Run 1, wire density map:
17 x 19 tiles, from black (low) to pale yellow (high), scaled to the fullest tile. Values are wire area over tile area, all layers added.
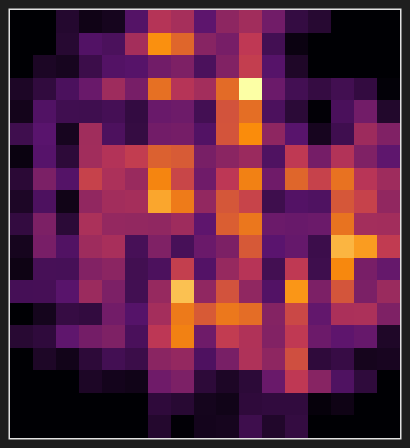
Run 1, cell outlines without signal wires:
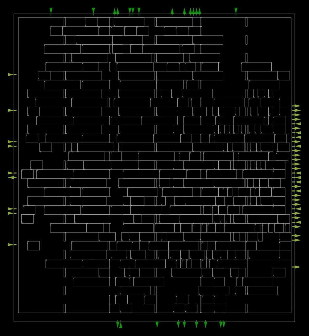
Run 1, cell classes on the final placement:
Bar = 20 um. Fill, decap, tap and diode cells in grey.
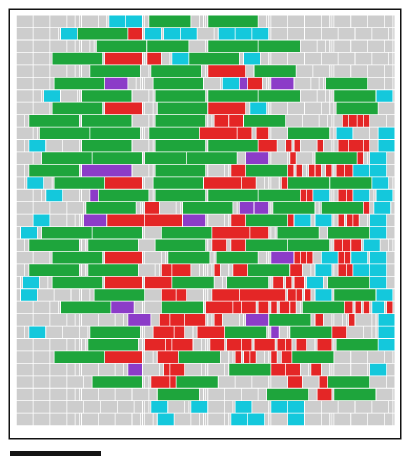
Run 1, metal layers overlaid:
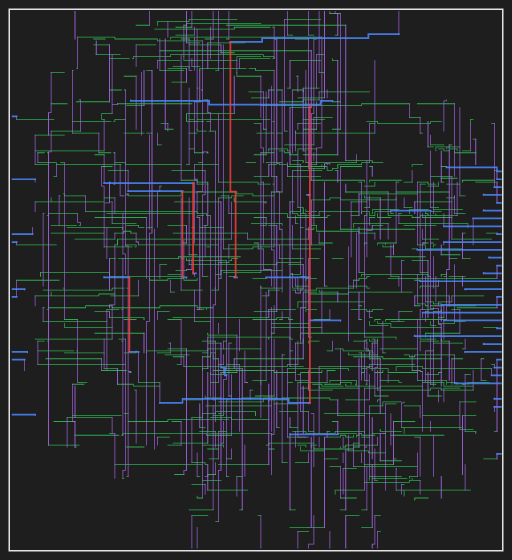
### src/rtl/alu_pkg.sv
// Shared definitions for the ALU command issuer: opcodes, widths, FSM states
// and the packed command word carried through the FIFO.
package alu_pkg;

  localparam int OPW  = 4;
  localparam int DW   = 4;
  localparam int RW   = 8;
  localparam int CMDW = OPW + 2 * DW + 1;

  localparam logic [OPW-1:0] OP_ZERO  = 4'h0;
  localparam logic [OPW-1:0] OP_PASSA = 4'h1;
  localparam logic [OPW-1:0] OP_PASSB = 4'h2;
  localparam logic [OPW-1:0] OP_ADD   = 4'h3;
  localparam logic [OPW-1:0] OP_SUB   = 4'h4;
  localparam logic [OPW-1:0] OP_MUL   = 4'h5;
  localparam logic [OPW-1:0] OP_DIV   = 4'h6;
  localparam logic [OPW-1:0] OP_MOD   = 4'h7;
  localparam logic [OPW-1:0] OP_AND   = 4'h8;
  localparam logic [OPW-1:0] OP_OR    = 4'h9;
  localparam logic [OPW-1:0] OP_NOT   = 4'hA;
  localparam logic [OPW-1:0] OP_SHL   = 4'hB;
  localparam logic [OPW-1:0] OP_SHR   = 4'hC;
  localparam logic [OPW-1:0] OP_XOR   = 4'hD;
  localparam logic [OPW-1:0] OP_EQ    = 4'hE;
  localparam logic [OPW-1:0] OP_GT    = 4'hF;

  typedef enum logic [1:0] {
    ST_IDLE  = 2'd0,
    ST_DRIVE = 2'd1,
    ST_RESP  = 2'd2
  } state_t;

  typedef struct packed {
    logic [OPW-1:0] opcode;
    logic [DW-1:0]  a;
    logic [DW-1:0]  b;
    logic           cin;
  } cmd_t;

  // The ALU output is meaningless for a zero divisor; the issuer flags it.
  function automatic logic is_div_zero(input cmd_t c);
    return (c.opcode == OP_DIV) && (c.b == '0);
  endfunction

endpackage

### src/rtl/alu_cmd_fifo.sv
// Synchronous FIFO with extra-MSB pointers; head word is presented
// continuously so the issuer can latch it into its issue register on pop.
module alu_cmd_fifo #(
  parameter int WIDTH = 13,
  parameter int DEPTH = 4
) (
  input  logic             clk,
  input  logic             rst,
  input  logic             push,
  input  logic [WIDTH-1:0] push_data,
  input  logic             pop,
  output logic [WIDTH-1:0] pop_data,
  output logic             full,
  output logic             empty
);

  localparam int AW = $clog2(DEPTH);

  logic [WIDTH-1:0] mem [DEPTH];
  logic [AW:0]      wr_ptr_reg;
  logic [AW:0]      rd_ptr_reg;
  logic             do_push;
  logic             do_pop;

  // A push while full is dropped even if a pop frees a slot this cycle.
  assign do_push = push && !full;
  assign do_pop  = pop && !empty;

  assign empty = (wr_ptr_reg == rd_ptr_reg);
  assign full  = (wr_ptr_reg[AW] != rd_ptr_reg[AW]) &&
                 (wr_ptr_reg[AW-1:0] == rd_ptr_reg[AW-1:0]);

  always_ff @(posedge clk or posedge rst) begin
    if (rst) begin
      wr_ptr_reg <= '0;
      rd_ptr_reg <= '0;
    end else begin
      if (do_push) wr_ptr_reg <= wr_ptr_reg + 1'b1;
      if (do_pop)  rd_ptr_reg <= rd_ptr_reg + 1'b1;
    end
  end

  always_ff @(posedge clk) begin
    if (do_push) mem[wr_ptr_reg[AW-1:0]] <= push_data;
  end

  assign pop_data = mem[rd_ptr_reg[AW-1:0]];

endmodule

### src/rtl/alu_cmd_issuer.sv
// Queues ALU commands, drives them one at a time onto the combinational ALU
// from registers, and returns each captured result over a valid/ready port.
module alu_cmd_issuer
  import alu_pkg::*;
#(
  parameter int DEPTH = 4
) (
  input  logic           clk,
  input  logic           rst,
  input  logic           cmd_valid,
  output logic           cmd_ready,
  input  logic [OPW-1:0] cmd_opcode,
  input  logic [DW-1:0]  cmd_a,
  input  logic [DW-1:0]  cmd_b,
  input  logic           cmd_cin,
  output logic [OPW-1:0] alu_opcode,
  output logic [DW-1:0]  alu_a,
  output logic [DW-1:0]  alu_b,
  output logic           alu_cin,
  input  logic [RW-1:0]  alu_result,
  output logic           rsp_valid,
  input  logic           rsp_ready,
  output logic [RW-1:0]  rsp_data,
  output logic [OPW-1:0] rsp_opcode,
  output logic           rsp_zero,
  output logic           rsp_err,
  output logic           busy,
  output logic [7:0]     rsp_count
);

  state_t          state_reg;
  cmd_t            issue_reg;
  cmd_t            push_cmd;
  cmd_t            head_cmd;
  logic [CMDW-1:0] head_bits;
  logic            fifo_full;
  logic            fifo_empty;
  logic            pop;
  logic            div_zero;
  logic [RW-1:0]   result_final;

  logic            rsp_valid_reg;
  logic [RW-1:0]   rsp_data_reg;
  logic [OPW-1:0]  rsp_opcode_reg;
  logic            rsp_zero_reg;
  logic            rsp_err_reg;
  logic [7:0]      rsp_count_reg;

  assign push_cmd = {cmd_opcode, cmd_a, cmd_b, cmd_cin};
  assign head_cmd = cmd_t'(head_bits);

  alu_cmd_fifo #(
    .WIDTH (CMDW),
    .DEPTH (DEPTH)
  ) u_fifo (
    .clk       (clk),
    .rst       (rst),
    .push      (cmd_valid),
    .push_data (push_cmd),
    .pop       (pop),
    .pop_data  (head_bits),
    .full      (fifo_full),
    .empty     (fifo_empty)
  );

  // The head moves into the issue register only when the ALU slot frees up.
  assign pop = !fifo_empty &&
               ((state_reg == ST_IDLE) || ((state_reg == ST_RESP) && rsp_ready));

  assign div_zero     = is_div_zero(issue_reg);
  assign result_final = div_zero ? 8'hFF : alu_result;

  always_ff @(posedge clk or posedge rst) begin
    if (rst) begin
      state_reg      <= ST_IDLE;
      issue_reg      <= '0;
      rsp_valid_reg  <= 1'b0;
      rsp_data_reg   <= '0;
      rsp_opcode_reg <= '0;
      rsp_zero_reg   <= 1'b0;
      rsp_err_reg    <= 1'b0;
      rsp_count_reg  <= '0;
    end else begin
      case (state_reg)
        ST_IDLE: begin
          if (pop) begin
            issue_reg <= head_cmd;
            state_reg <= ST_DRIVE;
          end
        end
        ST_DRIVE: begin
          rsp_data_reg   <= result_final;
          rsp_opcode_reg <= issue_reg.opcode;
          rsp_zero_reg   <= (result_final == '0);
          rsp_err_reg    <= div_zero;
          rsp_valid_reg  <= 1'b1;
          state_reg      <= ST_RESP;
        end
        ST_RESP: begin
          if (rsp_ready) begin
            rsp_valid_reg <= 1'b0;
            rsp_count_reg <= rsp_count_reg + 8'd1;
            if (pop) begin
              issue_reg <= head_cmd;
              state_reg <= ST_DRIVE;
            end else begin
              issue_reg <= '0;
              state_reg <= ST_IDLE;
            end
          end
        end
        default: state_reg <= ST_IDLE;
      endcase
    end
  end

  assign cmd_ready  = !fifo_full;
  assign busy       = (state_reg != ST_IDLE) || !fifo_empty;

  assign alu_opcode = issue_reg.opcode;
  assign alu_a      = issue_reg.a;
  assign alu_b      = issue_reg.b;
  assign alu_cin    = issue_reg.cin;

  assign rsp_valid  = rsp_valid_reg;
  assign rsp_data   = rsp_data_reg;
  assign rsp_opcode = rsp_opcode_reg;
  assign rsp_zero   = rsp_zero_reg;
  assign rsp_err    = rsp_err_reg;
  assign rsp_count  = rsp_count_reg;

endmodule

### config.mk
export PLATFORM = sky130hd
export DESIGN_NAME = alu_cmd_issuer
export DESIGN_NICKNAME = d
export VERILOG_FILES = /design/src/rtl/alu_pkg.sv /design/src/rtl/alu_cmd_fifo.sv /design/src/rtl/alu_cmd_issuer.sv
export SDC_FILE = /design/constraint.sdc
export NUM_CORES = 1
export LEC_CHECK = 0
export CORE_ASPECT_RATIO = 1.1
export CORE_UTILIZATION = 50
export DETAILED_ROUTE_END_ITERATION = 7
export HOLD_SLACK_MARGIN = 0.08
export PLACE_DENSITY = 0.87
export SETUP_SLACK_MARGIN = 0.15
export SLEW_MARGIN = 20
export SYNTH_ARGS = -nofsm -noshare
export SYNTH_HDL_FRONTEND = slang
export SYNTH_SLANG_ARGS = --single-unit
### constraint.sdc
create_clock -name clk -period 4.85 [get_ports clk]
set_input_delay 0.7275 -clock clk [delete_from_list [all_inputs] [get_ports clk]]
set_output_delay 0.7275 -clock clk [all_outputs]
set_load 0.005 [all_outputs]
==> impl_metrics.json, run 1 <==
{
  "io_buffers": 62,
  "p_per_area_mw_per_mm2": 624,
  "r2r-end": "u_fifo.mem[3][1]",
  "viasPerCell": 5.44,
  "layout.cells.non_filler": 393,
  "logic_family": "multiplexers",
  "yosys.cell_types.count": 31,
  "r2r_start": "u_fifo.rd_ptr_reg[0]",
  "tns_ps": 0,
  "hold_end": "rsp_data[4]",
  "chipArea_mm2": 0.00798,
  "ys_area_mm2": 0.00381,
  "synthSimpleGateAreaFrac_pct": 8.17,
  "fin_ws_ps": 1740,
  "drc": 0,
  "nets": 332,
  "timing.fmax_mhz": 321,
  "common_cells": "edfxtp_1 (52), dfrtp_1 (44), nand2_1 (39), a22o_1 (14), mux4_2 (13)",
  "cts_resized": 0,
  "topCellsByArea": "edfxtp_1 (41%), dfrtp_1 (29%), mux4_2 (7.7%)",
  "ys_cells": 236,
  "cp_max_fo": 16,
  "finalPower_mw": 2.92,
  "ys.flops": 96,
  "status": "finished, final reports clean",
  "die_y_um": 93.6,
  "ys_async_sr_fraction_pct": 45.8
}
About 'wire density map':
mean over tiles = 0.13
emptiest ninth of the die = bottom left
nearly empty tiles = 14%
fullest tile = 0.47
GRT Util Overall: 18.4%
final WL: 6670 um
via count: 2137
DR WL/cell: 17.0 um

About 'cell outlines without signal wires':
row cnt: 33
core outline area: 0.00743 mm^2
Seq area share: 56.9%
Fill cells: 535
Taps Inserted: 87

About 'cell classes on the final placement':
cyan -> remaining buffers and delay cells  # cells 63, share of their area 14%
purple -> clock drivers and dummy loads  # cells 16, share of their area 4.3%
red -> remaining logic cells  # cells 131, share of their area 24%
green -> sequential cells  # cells 96, share of their area 58%
cell area after layout: 0.00468 mm^2
Final Util: 62.9%

About 'metal layers overlaid':
red -> M4  # wire length 137 um
purple -> M2  # wire length 3360 um
green -> M1  # wire length 2840 um
blue -> M3  # wire length 335 um

-- run 1: power by group --
group,internal [mW],switching (mW)
logic,0.598,0.459
clock network,0.239,0.267
registers,1.14,0.221
total,1.97,0.948
-- run 1: area by class of cell --
type                            instances  area [um^2]
Multi-Input combinational cell        127         1070
Clock inverter                          7         71.3
Inverter                                4         15.0
Fill cell                             535         2760
Sequential cell                        96         2660
Clock buffer                            9          124
Tap cell                               87          109
Timing Repair Buffer                   63          628
-- run 1: worst max path at each step --
stage,slack [ps],to,depth (start not counted)
6_report,1740,cmd_ready,3
5_1_grt,1530,cmd_ready,3
4_1_cts,1650,cmd_ready,3
3_5_place_dp,2090,cmd_ready,3
3_3_place_gp,2150,cmd_ready,3
2_1_floorplan,3090,alu_a[0],1
-- run 1: worst register-to-register path, stage by stage (launching register included) --
cell and delay [ps]:
dfrtp_1 1000, xnor2_2 230, nand3_1 250, and3_1 630
-- run 1: kinds of logic (layout without fill, tap and decap cells) --
logic type,Yosys count,after routing
AND/OR/NAND/NOR,66,66
XOR/XNOR,15,15
buffers and inverters,13,83
multiplexers,15,15
flip-flops,96,96
AND-OR/OR-AND,25,25
adder cells (fa/ha/maj),6,6
-- run 1: placed cells by master (no fill, tap or decap), drive strengths merged, types with 5 or more instances in the layout --
cell type | synthesis | routed
clkdlybuf4s50 | 0 | 62
edfxtp | 52 | 52
dfrtp | 44 | 44
nand2 | 39 | 39
a22o | 14 | 14
mux4 | 13 | 13
xnor2 | 11 | 11
o21ai | 9 | 9
clkbuf | 3 | 9
ha | 6 | 6
nand3 | 5 | 5
and3 | 5 | 5
nor2 | 5 | 5
clkinv | 0 | 5
-- run 1: per-layer routing --
layer / routed length (um) / share of wire (%)
met3: 335 / 5.0
met4: 136 / 2.0
met1: 2840 / 43
met2: 3360 / 50
met5: 0 / 0
Run 1, the metal 1 layer:
Supply wires on this layer in grey.
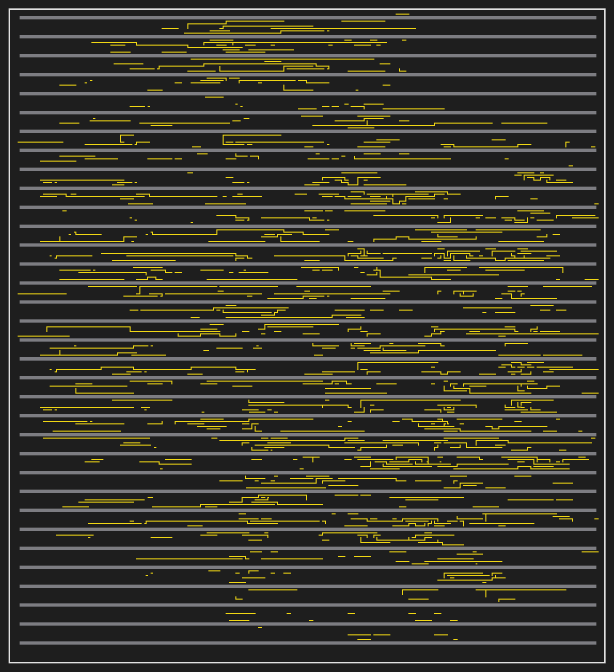

==> run 1 -> run 2 <==
CORE_UTILIZATION = 47   (was 50)
PLACE_DENSITY = 0.86   (was 0.87)
clock period = 2.8 ns   (was 4.85 ns; I/O delays follow)
Run 2, the metal 1 layer:
Supply wires on this layer in grey.
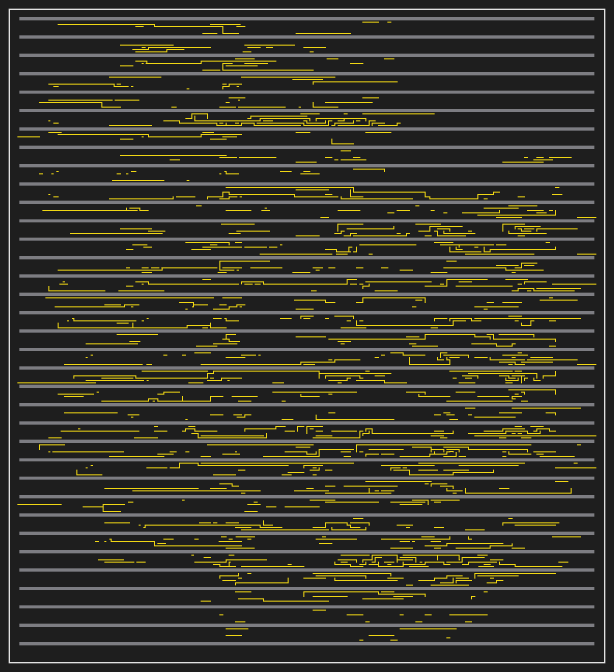
main direction = horizontal
wire length on this layer = 2840 um
via count: 2145
final WL: 6480 um
met1 Use GR: 21.4%

Run 2, cell outlines without signal wires:
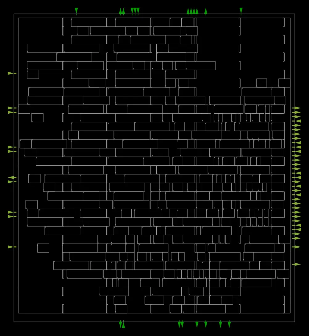
Taps Inserted: 108
Final Non-Filler Cells: 422

==> run 2 against run 1 <==
Register-to-register slack got worse by 1400 ps; critical path depth did not move; count of clock-buffer cells in the layout did not move; largest power group unchanged; critical path type unchanged; highest routed layer unchanged.
==> impl_metrics.json, run 2 <==
{
  "status": "finished, final reports clean",
  "synth_nets": 267,
  "critical_path.endpoint": "cmd_ready",
  "drc": 0,
  "crit_cells": 3,
  "pwr-share-seq_pct": 44.1,
  "io_buffers": 62,
  "finalPower_mw": 5.10,
  "tns_ps": 0,
  "common_cells": "edfxtp_1 (52), dfrtp_1 (44), nand2_1 (39), a22o_1 (14), mux4_2 (13)",
  "clk_pin_slew_ps": 110,
  "ff_latch_area_mm2": 0.00266,
  "r2r_start": "u_fifo.wr_ptr_reg[0]",
  "r2r-end": "u_fifo.mem[2][0]",
  "arrival_ps": 1880,
  "nets": 340,
  "comb_area_mm2": 0.00107,
  "chipArea_mm2": 0.00848,
  "p_per_area_mw_per_mm2": 1070,
  "hpwl_um": 4610,
  "netlist_area_mm2": 0.00381,
  "finClkSkew_ps": 14.0,
  "timing.fmax_mhz": 436,
  "layout_top_cell": "clkdlybuf4s50_1",
  "wire_per_inst_um": 15.3,
  "fillers": 595,
  "hold_class": "input pin to async pin",
  "power_frac_comb_pct": 38.9,
  "ys_area_mm2": 0.00381,
  "rows": 34,
  "internal_power_mw": 3.41,
  "ys.flops": 96,
  "critical_path.cell_chain": "xnor2_2, nand3_1, clkdlybuf4s50_1",
  "cts_resized": 0,
  "fin_ws_ps": 504,
  "viasPerCell": 5.08,
  "most-common-layout-cells": "clkdlybuf4s50_1 (62), edfxtp_1 (52), dfrtp_1 (44), nand2_1 (39), a22o_1 (14)",
  "core_area_mm2": 0.00787,
  "topCellsByArea": "edfxtp_1 (41%), dfrtp_1 (29%), mux4_2 (7.7%)",
  "most_common_cell": "edfxtp_1",
  "die_y_um": 96.5,
  "clkPwrFrac_pct": 17.0,
  "ys_cells": 236,
  "cp_max_fo": 6,
  "ys_async_sr_fraction_pct": 45.8,
  "track_usage_pct": 16.5
}
-- run 2: cell counts after synthesis --
No cell type changed its count.
-- run 2: power groups by stage --
| stage | Clock, mW | Sequential, mW | Combinational, mW |
|---|---|---|---|
| after floorplan | 0 | 2.23 | 1.30 |
| after global placement | 0 | 2.26 | 1.94 |
| after detailed placement | 0 | 2.28 | 2.02 |
| after CTS | 0.888 | 2.26 | 2.02 |
| after global routing | 0.943 | 2.30 | 2.20 |
| final | 0.865 | 2.25 | 1.98 |
-- run 2: stage by stage --
stage                     instance area (um^2)  cells  hold slack (ps)  utilization [%]
after global placement                    4570    406              449             58.0
after CTS                                 4760    422              459             60.5
after floorplan                           3810    236              463                -
final                                     4760    422              451             60.5
after detailed placement                  4570    406              455             58.0
after global routing                      4760    422              496             60.5
-- run 2: layout make-up --
| class | count | share of cell area [%] |
|---|---|---|
| timing repair buffer | 71 | 14.5 |
| sequential | 96 | 55.9 |
| clock buffer | 9 | 2.60 |
| inverter | 4 | 0.315 |
| clock inverter | 7 | 1.47 |
| tap | 108 | 2.84 |
| multi-input combinational | 127 | 22.4 |
-- run 2: layer usage --
layer  global-route usage, %  routed length (um)  share of wire (%)  up-vias
li1                        -                   -                  -     1016
met1                    21.4                2840                 44     1066
met2                    27.5                3310                 51       59
met3                    2.46                 256                4.0        4
met4                    8.06                  70                1.1        0
met5                       0                   0                  0        -
-- run 2: logic make-up (layout without fill, tap and decap cells) --
logic type / after synthesis / after routing / synth area share, %
AND-OR/OR-AND: 25 / 25 / 5.35
flip-flops: 96 / 96 / 69.8
adder cells (fa/ha/maj): 6 / 6 / 1.97
AND/OR/NAND/NOR: 66 / 66 / 8.17
multiplexers: 15 / 15 / 8.27
buffers and inverters: 13 / 91 / 2.20
XOR/XNOR: 15 / 15 / 4.23
-- run 2: worst min path at each step --
stage	endpoint	slack [ps]	from
after floorplan	rsp_data[0]	460	rsp_data[0]
after global placement	rsp_data[5]	450	rsp_data[5]
after detailed placement	rsp_data[7]	460	rsp_data[7]
after CTS	rsp_data[1]	460	rst
after global routing	rsp_count[7]	500	rst
final	rsp_data[1]	450	rst
Power and IR drop assume default switching activity.
